**src/rtl/rename_map_table_pkg.sv**
```systemverilog
// Shared types and sizing for the rename map table: dispatch packet layout,
// physical-register translation packet and the completion-match helper.
package rename_map_table_pkg;

    localparam int N_WAY     = 3;
    localparam int CDB_BITS  = 6;
    localparam int ARCH_REGS = 32;
    localparam int AREG_BITS = $clog2(ARCH_REGS);

    typedef logic [CDB_BITS-1:0]  ptag_t;
    typedef logic [AREG_BITS-1:0] areg_t;

    // valid/src1/src2/dest drive renaming; pc and fu_type travel on to the ROB
    typedef struct packed {
        logic        valid;
        areg_t       src1;
        areg_t       src2;
        areg_t       dest;
        logic [31:0] pc;
        logic [2:0]  fu_type;
    } DISPATCH_ROB_PACKET;

    typedef struct packed {
        ptag_t tag;
        logic  ready;
    } PR_PACKET;

    // Tag 0 on a CDB lane means "no completion", so it never matches.
    function automatic logic tag_completing(input ptag_t tag,
                                            input ptag_t [N_WAY-1:0] complete);
        logic hit;
        hit = 1'b0;
        for (int m = 0; m < N_WAY; m++) begin
            if ((complete[m] != '0) && (complete[m] == tag)) begin
                hit = 1'b1;
            end
        end
        return hit;
    endfunction

endpackage

```
**src/rtl/rename_bypass.sv**
```systemverilog
// Intra-group dependency resolution: for each slot, finds the youngest older
// valid slot writing the same architectural register and forwards its new tag.
module rename_bypass
    import rename_map_table_pkg::*;
(
    input  logic  [N_WAY-1:0] i_valid,
    input  areg_t [N_WAY-1:0] i_src1,
    input  areg_t [N_WAY-1:0] i_src2,
    input  areg_t [N_WAY-1:0] i_dest,
    input  ptag_t [N_WAY-1:0] i_freelist,
    output logic  [N_WAY-1:0] o_src1_hit,
    output ptag_t [N_WAY-1:0] o_src1_tag,
    output logic  [N_WAY-1:0] o_src2_hit,
    output ptag_t [N_WAY-1:0] o_src2_tag,
    output logic  [N_WAY-1:0] o_dest_hit,
    output ptag_t [N_WAY-1:0] o_dest_tag
);

    always_comb begin
        o_src1_hit = '0;
        o_src1_tag = '0;
        o_src2_hit = '0;
        o_src2_tag = '0;
        o_dest_hit = '0;
        o_dest_tag = '0;
        for (int k = 1; k < N_WAY; k++) begin
            // Ascending scan: a later (younger) match overwrites an earlier one.
            for (int j = 0; j < k; j++) begin
                if (i_valid[j] && (i_dest[j] == i_src1[k])) begin
                    o_src1_hit[k] = 1'b1;
                    o_src1_tag[k] = i_freelist[j];
                end
                if (i_valid[j] && (i_dest[j] == i_src2[k])) begin
                    o_src2_hit[k] = 1'b1;
                    o_src2_tag[k] = i_freelist[j];
                end
                if (i_valid[j] && (i_dest[j] == i_dest[k])) begin
                    o_dest_hit[k] = 1'b1;
                    o_dest_tag[k] = i_freelist[j];
                end
            end
        end
    end

endmodule

```
**src/rtl/rename_map_table.sv**
```systemverilog
// Register-rename map table: per-architectural-register {physical tag, ready},
// zero-latency source/old-dest lookup with intra-group and CDB forwarding.
module rename_map_table
    import rename_map_table_pkg::*;
(
    input  logic                           clock,
    input  logic                           reset,
    input  DISPATCH_ROB_PACKET [N_WAY-1:0] dis_packet,
    input  ptag_t              [N_WAY-1:0] pr_freelist,
    input  ptag_t              [N_WAY-1:0] pr_reg_complete,
    output PR_PACKET           [N_WAY-1:0] pr_packet_out1,
    output PR_PACKET           [N_WAY-1:0] pr_packet_out2,
    output ptag_t              [N_WAY-1:0] pr_old
);

    logic  [N_WAY-1:0] w_valid;
    areg_t [N_WAY-1:0] w_src1;
    areg_t [N_WAY-1:0] w_src2;
    areg_t [N_WAY-1:0] w_dest;

    logic  [N_WAY-1:0] w_src1_hit;
    ptag_t [N_WAY-1:0] w_src1_byp;
    logic  [N_WAY-1:0] w_src2_hit;
    ptag_t [N_WAY-1:0] w_src2_byp;
    logic  [N_WAY-1:0] w_dest_hit;
    ptag_t [N_WAY-1:0] w_dest_byp;

    ptag_t w_tab_tag   [ARCH_REGS];
    logic  w_tab_ready [ARCH_REGS];
    logic  w_tab_fwd   [ARCH_REGS];

    logic  w_unused_rob_fields;

    genvar gi;

    generate
        for (gi = 0; gi < N_WAY; gi++) begin : g_unpack
            assign w_valid[gi] = dis_packet[gi].valid;
            assign w_src1[gi]  = dis_packet[gi].src1;
            assign w_src2[gi]  = dis_packet[gi].src2;
            assign w_dest[gi]  = dis_packet[gi].dest;
        end
    endgenerate

    assign w_unused_rob_fields = ^{dis_packet[0].pc, dis_packet[0].fu_type,
                                   dis_packet[1].pc, dis_packet[1].fu_type,
                                   dis_packet[2].pc, dis_packet[2].fu_type};

    rename_bypass u_bypass (
        .i_valid    (w_valid),
        .i_src1     (w_src1),
        .i_src2     (w_src2),
        .i_dest     (w_dest),
        .i_freelist (pr_freelist),
        .o_src1_hit (w_src1_hit),
        .o_src1_tag (w_src1_byp),
        .o_src2_hit (w_src2_hit),
        .o_src2_tag (w_src2_byp),
        .o_dest_hit (w_dest_hit),
        .o_dest_tag (w_dest_byp)
    );

    generate
        for (gi = 0; gi < ARCH_REGS; gi++) begin : g_entry
            ptag_t r_tag;
            logic  r_ready;
            logic  w_wr_en;
            ptag_t w_wr_tag;

            // Youngest valid slot targeting this register supplies the new tag.
            always_comb begin
                w_wr_en  = 1'b0;
                w_wr_tag = '0;
                for (int k = 0; k < N_WAY; k++) begin
                    if (w_valid[k] && (w_dest[k] == areg_t'(gi))) begin
                        w_wr_en  = 1'b1;
                        w_wr_tag = pr_freelist[k];
                    end
                end
            end

            assign w_tab_fwd[gi]   = tag_completing(r_tag, pr_reg_complete);
            assign w_tab_tag[gi]   = r_tag;
            assign w_tab_ready[gi] = r_ready;

            // A rename in the same cycle wins over a completion of the old tag.
            always_ff @(posedge clock or negedge reset) begin
                if (!reset) begin
                    r_tag   <= ptag_t'(gi);
                    r_ready <= 1'b1;
                end else if (w_wr_en) begin
                    r_tag   <= w_wr_tag;
                    r_ready <= 1'b0;
                end else if (w_tab_fwd[gi]) begin
                    r_ready <= 1'b1;
                end
            end
        end
    endgenerate

    generate
        for (gi = 0; gi < N_WAY; gi++) begin : g_lookup
            assign pr_packet_out1[gi] = w_src1_hit[gi]
                ? PR_PACKET'{tag: w_src1_byp[gi], ready: 1'b0}
                : PR_PACKET'{tag: w_tab_tag[w_src1[gi]],
                             ready: w_tab_ready[w_src1[gi]] | w_tab_fwd[w_src1[gi]]};

            assign pr_packet_out2[gi] = w_src2_hit[gi]
                ? PR_PACKET'{tag: w_src2_byp[gi], ready: 1'b0}
                : PR_PACKET'{tag: w_tab_tag[w_src2[gi]],
                             ready: w_tab_ready[w_src2[gi]] | w_tab_fwd[w_src2[gi]]};

            assign pr_old[gi] = w_dest_hit[gi] ? w_dest_byp[gi] : w_tab_tag[w_dest[gi]];
        end
    endgenerate

endmodule

```
**config.mk**
```make
export PLATFORM = sky130hd
export DESIGN_NAME = rename_map_table
export DESIGN_NICKNAME = d
export VERILOG_FILES = /design/src/rtl/rename_map_table_pkg.sv /design/src/rtl/rename_bypass.sv /design/src/rtl/rename_map_table.sv
export SDC_FILE = /design/constraint.sdc
export NUM_CORES = 2
export LEC_CHECK = 0
export CAP_MARGIN = 10
export CORE_MARGIN = 3
export CORE_UTILIZATION = 40
export CTS_BUF_LIST = sky130_fd_sc_hd__clkbuf_8
export CTS_CLUSTER_DIAMETER = 100
export DETAILED_ROUTE_END_ITERATION = 7
export PLACE_DENSITY = 0.62
export SYNTH_ARGS = -nofsm -noshare
export SYNTH_HDL_FRONTEND = slang
export SYNTH_SLANG_ARGS = --single-unit
```
**constraint.sdc**
```tcl
create_clock -name clock -period 6 [get_ports clock]
set_clock_uncertainty 0.2 [all_clocks]
set_input_delay 0.6 -clock clock [delete_from_list [all_inputs] [get_ports clock]]
set_output_delay 0.6 -clock clock [all_outputs]
set_load 0.01 [all_outputs]
```
**Local utilization**

The bar under the picture is 100 um long. The die is cut into 31 by 31 equal tiles; white is low, dark blue is high, 0 to 100% covered.
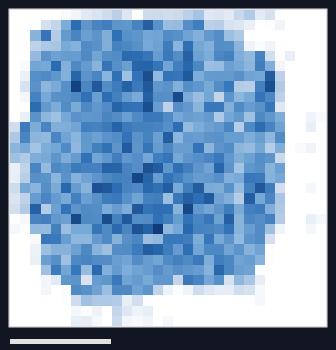
The mean over all tiles is 40%. The densest ninth of the die: middle. 25% of the tiles are nearly empty. The fullest tile reaches 95%. 6.8% of the tiles are over 75% full. The emptiest ninth of the die: bottom right.

**Port wiring**

The bar under the picture is 100 um long.
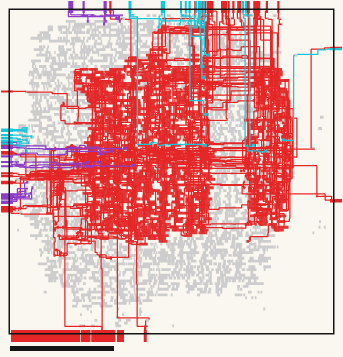
Key: purple = `pr_old` [bits 18, direction output, edge 12 left, 6 top, end cells 18, wire 1040 um]; cyan = `pr_packet_out2` [bits 21, direction output, edge 14 top, 6 left, 1 right, end cells 21, wire 1270 um]; red = `dis_packet` [bits 153, direction input, edge 109 bottom, 29 top, 12 left, 3 right, end cells 948, wire 28.5 mm]

## routing by layer
| metal | GRT usage (%) | part of all wire (%) | up-vias |
|---|---|---|---|
| met5 | 2.57 | 0.20 | - |
| met4 | 27.6 | 9.9 | 16 |
| met3 | 21.8 | 19 | 1063 |
| met2 | 53.1 | 39 | 4269 |
| met1 | 46.2 | 32 | 18547 |
| li1 | - | - | 13959 |
## where the power goes
group | switching (mW) | total, mW | internal (mW)
registers | 2.27 | 4.41 | 2.14
clock network | 0.839 | 1.76 | 0.918
logic | 3.08 | 6.47 | 3.39
total | 6.19 | 12.6 | 6.45
## flip-flops by register name, indices dropped and copies added, names as in the netlist
signal / flops
g_entry.r_tag: 192
g_entry.r_ready: 32
==> flow_summary_export.csv <==
group,metric,value,unit
run_status,outcome,"finished, final reports clean",
critical_path,cp_top_family,"flip-flops",
grt,grt_max_degree,115,
synth,synth.avg_cell_area,10.1,um^2
synth,synthArstFlopShare,100,%
power,powerDensity,315,nW/um^2
final_layout,buffers_excl_clock,316,
final_timing,drv_slew,0,
die,std_cell_rows,111,
clock_tree,clock-sinks,224,
grt,grt_pass1_vias,34728,
synth,topCellsByArea,"mux4_2 37%, xor2_1 11%, dfstp_2 7.9%",
grt,grt_overflow_total,0,
critical_path,end_kind,"output pin",
final_timing,holdWs,211,ps
synth,top_area_cell,"mux4_2",
worst_hold_path,hold_depth,3,
final_layout,drive_above_1_share,31.0,%
critical_path,reg2reg_to,"g_entry[3].r_ready",
synth,common_cells,"615 x mux4_2, 456 x xor2_1, 401 x clkbuf_1, 242 x o21ai_0, 241 x a22oi_1",
final_timing,fin_ws,446,ps
final_timing,period_needed,5550,ps
final_layout,logic_gates,2877,
grt,grt_first_pass_wirelength,274000,um
final_layout,area_share_nonclk_buffers,6.56,%
synth,synth.logic.top_family,"multiplexers",
synth,yosys-stat-area,37300,um^2
synth,postSynthSeqShare,15.4,%
final_layout,fin_cells,4784,
placed_design,dp_hpwl,137000,um
final_layout,combGateArea,29100,um^2
critical_path,start_kind,"register",
final_layout,dominant_cells,"logic gates",
final_timing,max_freq,180,MHz
run,cap_violations,0,
synth,syn_area,37300,um^2
power,vdd_drop_max,0.171,mV
clock_tree,clockRootBuffer,"clkbuf_8",
synth,top_cell,"mux4_2",
placed_design,portBuffers,145,
critical_path,cp-startpoint,"g_entry[26].r_tag[2]",
placed_design,gp_congestion,1.07,
final_layout,inverters,30,
route,dr.pass1.iters,7,
synth,synth.area.mux_share,39.8,%
worst_hold_path,min_to,"g_entry[6].r_tag[4]",
clock_tree,cts_setup_buffers,0,
synth,synth.ff_latch_count,224,
critical_path,path_depth,9,
clock_tree,htree_levels,2,
critical_path,endpoint,"pr_packet_out2[7]",
final_layout,nets,3685,
critical_path,reg2reg_depth,7,
clock_tree,cts_tree,"done",
synth,syn_inst,3704,
final_timing,relSlewSlack,12.2,%
critical_path,required,5200,ps
synth,top_area_share,37.1,%
critical_path,critPathKind,"reg -> out",
die,io-pin-count,251,
worst_hold_path,hold_class,"in -> reg",
final_timing,period_used_share,92.6,%
critical_path,crit_buf_inv,1,
synth,netlist-cell-type-count,69,
final_layout,clock_area_share,2.36,%
synth,ys_sh_simple,10.6,%
final_layout,seqAreaFraction,14.3,%
placed_design,post_dp_cell_area,39200,um^2
final_layout,layout_top_cell,"mux4_2",
clock_tree,cts-buffers-inserted,45,
route,routed_via_density,7.91,
synth,ff_type,"dfstp_2",
final_layout,seq_cells,224,
grt,grtUsageTotal,39.1,%
power,p_leak,14.0,nW
clock_tree,clkTransAtPathRegs,60,ps
run,tool_warnings,137,
Power and IR drop assume default switching activity.
